==> images/met1.png <==
(4 px per um) Supply wires on this layer in grey.
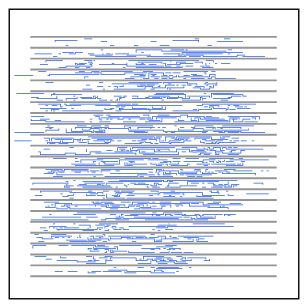
==> images/met2.png <==
(4 px per um)
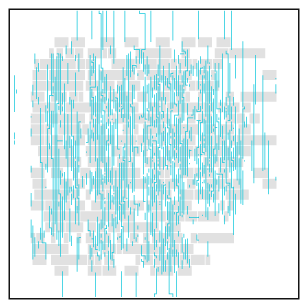
==> images/met3.png <==
(4 px per um)
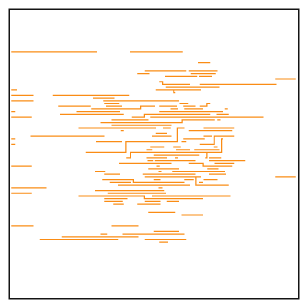
**src/rtl/shift_pkg.sv**
```systemverilog
// Shared types and helpers for the multi-cycle shift sequencer.
// Purely declarative: no logic, no latency.
// No flow control of its own; used by shift_step and shift_sequencer.
package shift_pkg;

  typedef enum logic [1:0] {
    SHL = 2'b00,
    SHR = 2'b01,
    ROL = 2'b10,
    ROR = 2'b11
  } shift_op_e;

  typedef enum logic [1:0] {
    IDLE = 2'd0,
    RUN  = 2'd1,
    DONE = 2'd2
  } seq_state_e;

  // Step for this pass: the smaller of what is left and one shifter pass.
  // Returned 32 bits wide; the caller keeps the low cnt_width bits, which
  // always hold the whole value because max_step fits in cnt_width bits.
  function automatic logic [31:0] min_step(input logic [31:0] remaining,
                                           input logic [31:0] max_step);
    return (remaining < max_step) ? remaining : max_step;
  endfunction

endpackage

```
**src/rtl/shift_step.sv**
```systemverilog
// One-pass combinational shifter: shifts/rotates a by k, producing out and carry.
// Latency: zero cycles (pure combinational).
// No flow control; the sequencer decides when the result is registered.
module shift_step
  import shift_pkg::*;
#(
  parameter int width     = 8,
  parameter int cnt_width = 3
) (
  input  logic [width-1:0]     a,
  input  logic [cnt_width-1:0] k,
  input  shift_op_e            op,
  output logic [width-1:0]     out,
  output logic                 co
);

  logic [width:0]     shl_t;
  logic [width:0]     shr_t;
  logic [2*width-1:0] rol_t;
  logic [2*width-1:0] ror_t;
  int                 rk;

  // Shift with a one-bit extension to catch the carry; rotate via a doubled operand
  always_comb begin
    rk    = int'(k) % width;
    shl_t = {1'b0, a} << k;
    shr_t = {a, 1'b0} >> k;
    rol_t = {a, a} << rk;
    ror_t = {a, a} >> rk;
    out   = a;
    co    = 1'b0;
    case (op)
      SHL: begin
        out = shl_t[width-1:0];
        co  = shl_t[width];
      end
      SHR: begin
        out = shr_t[width:1];
        co  = shr_t[0];
      end
      ROL: begin
        out = rol_t[2*width-1:width];
        co  = rol_t[width];          // equals out[0]
      end
      ROR: begin
        out = ror_t[width-1:0];
        co  = ror_t[width-1];        // equals out[width-1]
      end
      default: begin
        out = a;
        co  = 1'b0;
      end
    endcase
  end

endmodule

```
**src/rtl/shift_sequencer.sv**
```systemverilog
// Multi-cycle shift/rotate controller iterating shift_step over a working register.
// Latency: accept edge plus max(1, ceil(n_eff/MAX_STEP)) RUN cycles; SHIFT_ROT_MOD_EN reduces rotate counts mod width.
// Backpressure: req_ready only in IDLE; result held in DONE until rsp_ready, no queueing.
module shift_sequencer
  import shift_pkg::*;
#(
  parameter int width     = 8,
  parameter int cnt_width = 3,
  parameter int tot_width = 8
) (
  input  logic                 clk,
  input  logic                 rst,
  input  logic                 req_valid,
  output logic                 req_ready,
  input  logic [width-1:0]     req_a,
  input  logic [tot_width-1:0] req_cnt,
  input  logic                 req_y,
  input  logic                 req_z,
  output logic                 rsp_valid,
  input  logic                 rsp_ready,
  output logic [width-1:0]     rsp_out,
  output logic                 rsp_co,
  output logic                 busy
);

  localparam int MAX_STEP = (1 << cnt_width) - 1;

  seq_state_e             state;
  seq_state_e             state_nxt;
  logic [width-1:0]       data;
  logic [tot_width-1:0]   remaining;
  shift_op_e              op;
  logic                   co;

  logic [cnt_width-1:0]   step;
  logic [width-1:0]       step_out;
  logic                   step_co;
  logic                   accept;
  logic                   last_step;
  logic [tot_width-1:0]   load_cnt;

  shift_step #(
    .width    (width),
    .cnt_width(cnt_width)
  ) u_step (
    .a  (data),
    .k  (step),
    .op (op),
    .out(step_out),
    .co (step_co)
  );

  // Per-cycle step size, final-step detect and count loaded on accept
  always_comb begin
    step      = cnt_width'(min_step(32'(remaining), 32'(MAX_STEP)));
    last_step = (remaining == tot_width'(step));
    accept    = req_valid && (state == IDLE);
    load_cnt  = req_cnt;
`ifdef SHIFT_ROT_MOD_EN
    // Rotating by a multiple of width is a no-op, so only the residue matters
    if (req_y) load_cnt = tot_width'(32'(req_cnt) % width);
`endif
  end

  // State register
  always_ff @(posedge clk or posedge rst) begin
    if (rst) state <= IDLE;
    else     state <= state_nxt;
  end

  // Next-state logic
  always_comb begin
    state_nxt = state;
    case (state)
      IDLE:    if (accept) state_nxt = RUN;
      RUN:     if (last_step) state_nxt = DONE;
      DONE:    if (rsp_ready) state_nxt = IDLE;
      default: state_nxt = IDLE;
    endcase
  end

  // Working register, remaining count, operation and carry
  always_ff @(posedge clk or posedge rst) begin
    if (rst) begin
      data      <= '0;
      remaining <= '0;
      op        <= SHL;
      co        <= 1'b0;
    end else begin
      case (state)
        IDLE: if (accept) begin
          data      <= req_a;
          remaining <= load_cnt;
          op        <= shift_op_e'({req_y, req_z});
          co        <= 1'b0;
        end
        RUN: begin
          data      <= step_out;
          remaining <= remaining - tot_width'(step);
          co        <= step_co;
        end
        default: ;
      endcase
    end
  end

  // Handshake and status outputs decoded from state; result comes straight from registers
  always_comb begin
    req_ready = (state == IDLE);
    busy      = (state != IDLE);
    rsp_valid = (state == DONE);
    rsp_out   = data;
    rsp_co    = co;
  end

endmodule

```
**config.mk**
```make
export PLATFORM = sky130hd
export DESIGN_NAME = shift_sequencer
export DESIGN_NICKNAME = d
export VERILOG_FILES = /design/src/rtl/shift_pkg.sv /design/src/rtl/shift_step.sv /design/src/rtl/shift_sequencer.sv
export SDC_FILE = /design/constraint.sdc
export NUM_CORES = 1
export LEC_CHECK = 0
export CAP_MARGIN = 15
export CORE_MARGIN = 5
export CORE_UTILIZATION = 60
export CTS_CLUSTER_DIAMETER = 100
export DETAILED_ROUTE_END_ITERATION = 10
export PLACE_DENSITY = 0.95
export SLEW_MARGIN = 20
export SYNTH_ARGS = -nofsm -noshare
export SYNTH_HDL_FRONTEND = slang
export SYNTH_SLANG_ARGS = --single-unit
```
**constraint.sdc**
```tcl
create_clock -name clk -period 5.5 [get_ports clk]
set_input_delay 1.1 -clock clk [delete_from_list [all_inputs] [get_ports clk]]
set_output_delay 1.1 -clock clk [all_outputs]
set_load 0.01 [all_outputs]
```
==> results.yml <==
# generated from flow reports
clock_network:
  tritoncts: "built"
  clkSlewWorstSetupHoldPaths_ps: 100
  cts_root_buf: "clkbuf_8"
  worstSkewPairLatency_ps: 280
  hold_buffers: 0
  clock_path_buffers: 2
  clkSinkCount: 21
  ctsResizeCount: 0
final_timing:
  tns_ps: 0
  rsz0062_at_grt: "no"
  finalHoldViolCount: 0
  setup_viol: 0
  fin_crit_sh_pct: 52.7
  period_needed_ps: 2900
  clock.fmax_mhz: 345
  slew_headroom_pct: 26.1
  holdWs_ps: 527
  worstMarginPinSlew_ps: 1100
worst_hold_path:
  hold_path_depth: 1
  hold_path.class: "reg2reg"
  min_from: "rsp_co$_DFFE_PP0P_"
synthesis:
  syn_avg_cell_area_um2: 7.90
  synthCells: 292
  ys_cells: 292
  synth_seq_share_pct: 22.8
  synthesis.area_um2: 2310
  synth_nets: 315
  yosys_area_um2: 2310
  ys_ff: 21
  synth-main-ff-cell: "dfrtp_1"
  synth-async-reset-ratio_pct: 100
  ys_warn_count: 0
  synth_cell_types: 65
grt:
  antenna_found_initial: 0
  grt_pass1_wl_mm: 11.5
  grt_overflow_total: 0
  grt_max_degree: 28
  grt_pass1_vias: 2290
layout:
  logic_gates: 234
  flop_area_um2: 526
  buffers: 34
  fillCellCount: 317
  buf_share_pct: 13.4
  final_area_um2: 2510
  ff_count: 21
  largest_class: "combinational gates"
  clkCellAreaFrac_pct: 1.94
  comb_area_um2: 1520
  antenna_cells: 0
  area.growth.synth_to_final_pct: 8.95
  clock_buffers: 3
  comb_share_pct: 60.6
  nNetsFinal: 322
  drive_gt1_share_pct: 7.05
  fin_cells: 346
run:
  log.warning_count: 26
  drv_cap: 0
floorplanning:
  die_width_um: 72.0
  coreArea_um2: 3690
  tap_cells: 48
  dieHeight_um: 72.0
  rows: 22
  ioPinCount: 34
worst_setup_path:
  crit_path_max_fanout: 16
  cp-startpoint: "remaining[7]$_DFFE_PP0P_"
  critPathArrivalTime_ps: 3010
  cp.required_ps: 5620
  endpoint_kind: "register"
  r2r-end: "rsp_out[4]$_DFFE_PP0P_"
  reg2reg_depth: 5
  critical_path_class: "reg2reg"
  worstReg2RegStart: "remaining[7]$_DFFE_PP0P_"
  ff2ff_setup_slack_ps: 2600
drt:
  drt_drc_violations_left: 0
  via_count: 2473
  drtPass1Iterations: 5
  routed_wl_mm: 6.91
  antenna_left: 0
  wl_per_cell_um: 20.0
  drt-vias-per-instance: 7.15
  drtIter0Drc: 415
outcome:
  outcome: "finished clean"
placed_design:
  placed_cells: 342
  dpl_cell_area_um2: 2460
  place_ws_ps: 2700
  dp_hpwl_mm: 4.83
power_and_ir_drop:
  vdd_ir_drop_max_v: 0.000358
Notes on met1.png above:
main direction = horizontal
wire length on this layer = 2,690 um
longest straight run = 21.6 um
share of all routed wire = 39%
nets with wire on the layer = 299

Notes on met2.png above:
wire length on this layer = 3,020 um
longest straight run = 36.7 um

Notes on met3.png above:
longest straight run = 28.1 um
main direction = horizontal
wire length on this layer = 965 um
share of all routed wire = 14%

[cells in the mapped netlist (all sizes together), types with 5 or more instances]
cell type,instances,area (um^2)
nand3,9,45.0
clkbuf,12,68.8
a21oi,15,75.1
nand2b,9,56.3
a211oi,11,82.6
a2111oi,5,68.8
nor3,12,76.3
and3,5,31.3
a31oi,6,43.8
buf,19,163
nor4,6,50.0
dfrtp,21,526
mux2i,16,160
o21ai,14,70.1
o22ai,5,31.3
nor2,28,113
inv,5,18.8
o211ai,5,37.5
nand2,36,135
[worst max-delay path: stages (launching register included)]
cell	delay [ps]
dfrtp_1	530
or4_4	650
nor3_2	850
a211oi_1	100
nor4_1	510
a211oi_1	90
[cells in the final DEF, fill, tap and decap left out, types with 5 or more instances in the layout]
cell type,synthesis,layout
nand2_1,36,36
clkdlybuf4s50_1,0,33
nor2_1,27,27
dfrtp_1,21,21
mux2i_1,16,16
a21oi_1,15,15
o21ai_0,14,14
a211oi_1,11,11
nor3_1,10,10
nand2b_1,9,9
nand3_1,9,9
inv_1,5,5
o22ai_1,5,5
and3_1,5,5
o211ai_1,5,5
a31oi_1,5,5
[power by group]
group / internal, mW / switching [mW]
clock network: 0.0514 / 0.0613
logic: 0.384 / 0.480
registers: 0.227 / 0.243
[flip-flops by register name (all words and copies together), names as in the netlist]
name and flops:
state 2, rsp_out 8, remaining 8, op 2, rsp_co 1
[routing by layer]
layer / vias to the layer above / part of all wire, % / global-route usage [%]
met4: 0 / 3.3 / 11.1
met5: - / 0 / 0
li1: 1113 / - / -
met2: 211 / 44 / 41.3
met1: 1112 / 39 / 39.2
met3: 37 / 14 / 5.12
[cell families after synthesis]
group	synth area share [%]
flip-flops	22.8
AND-OR/OR-AND	31.2
adder cells (fa/ha/maj)	0.543
AND/OR/NAND/NOR	26.8
multiplexers	7.43
buffers and inverters	11.2
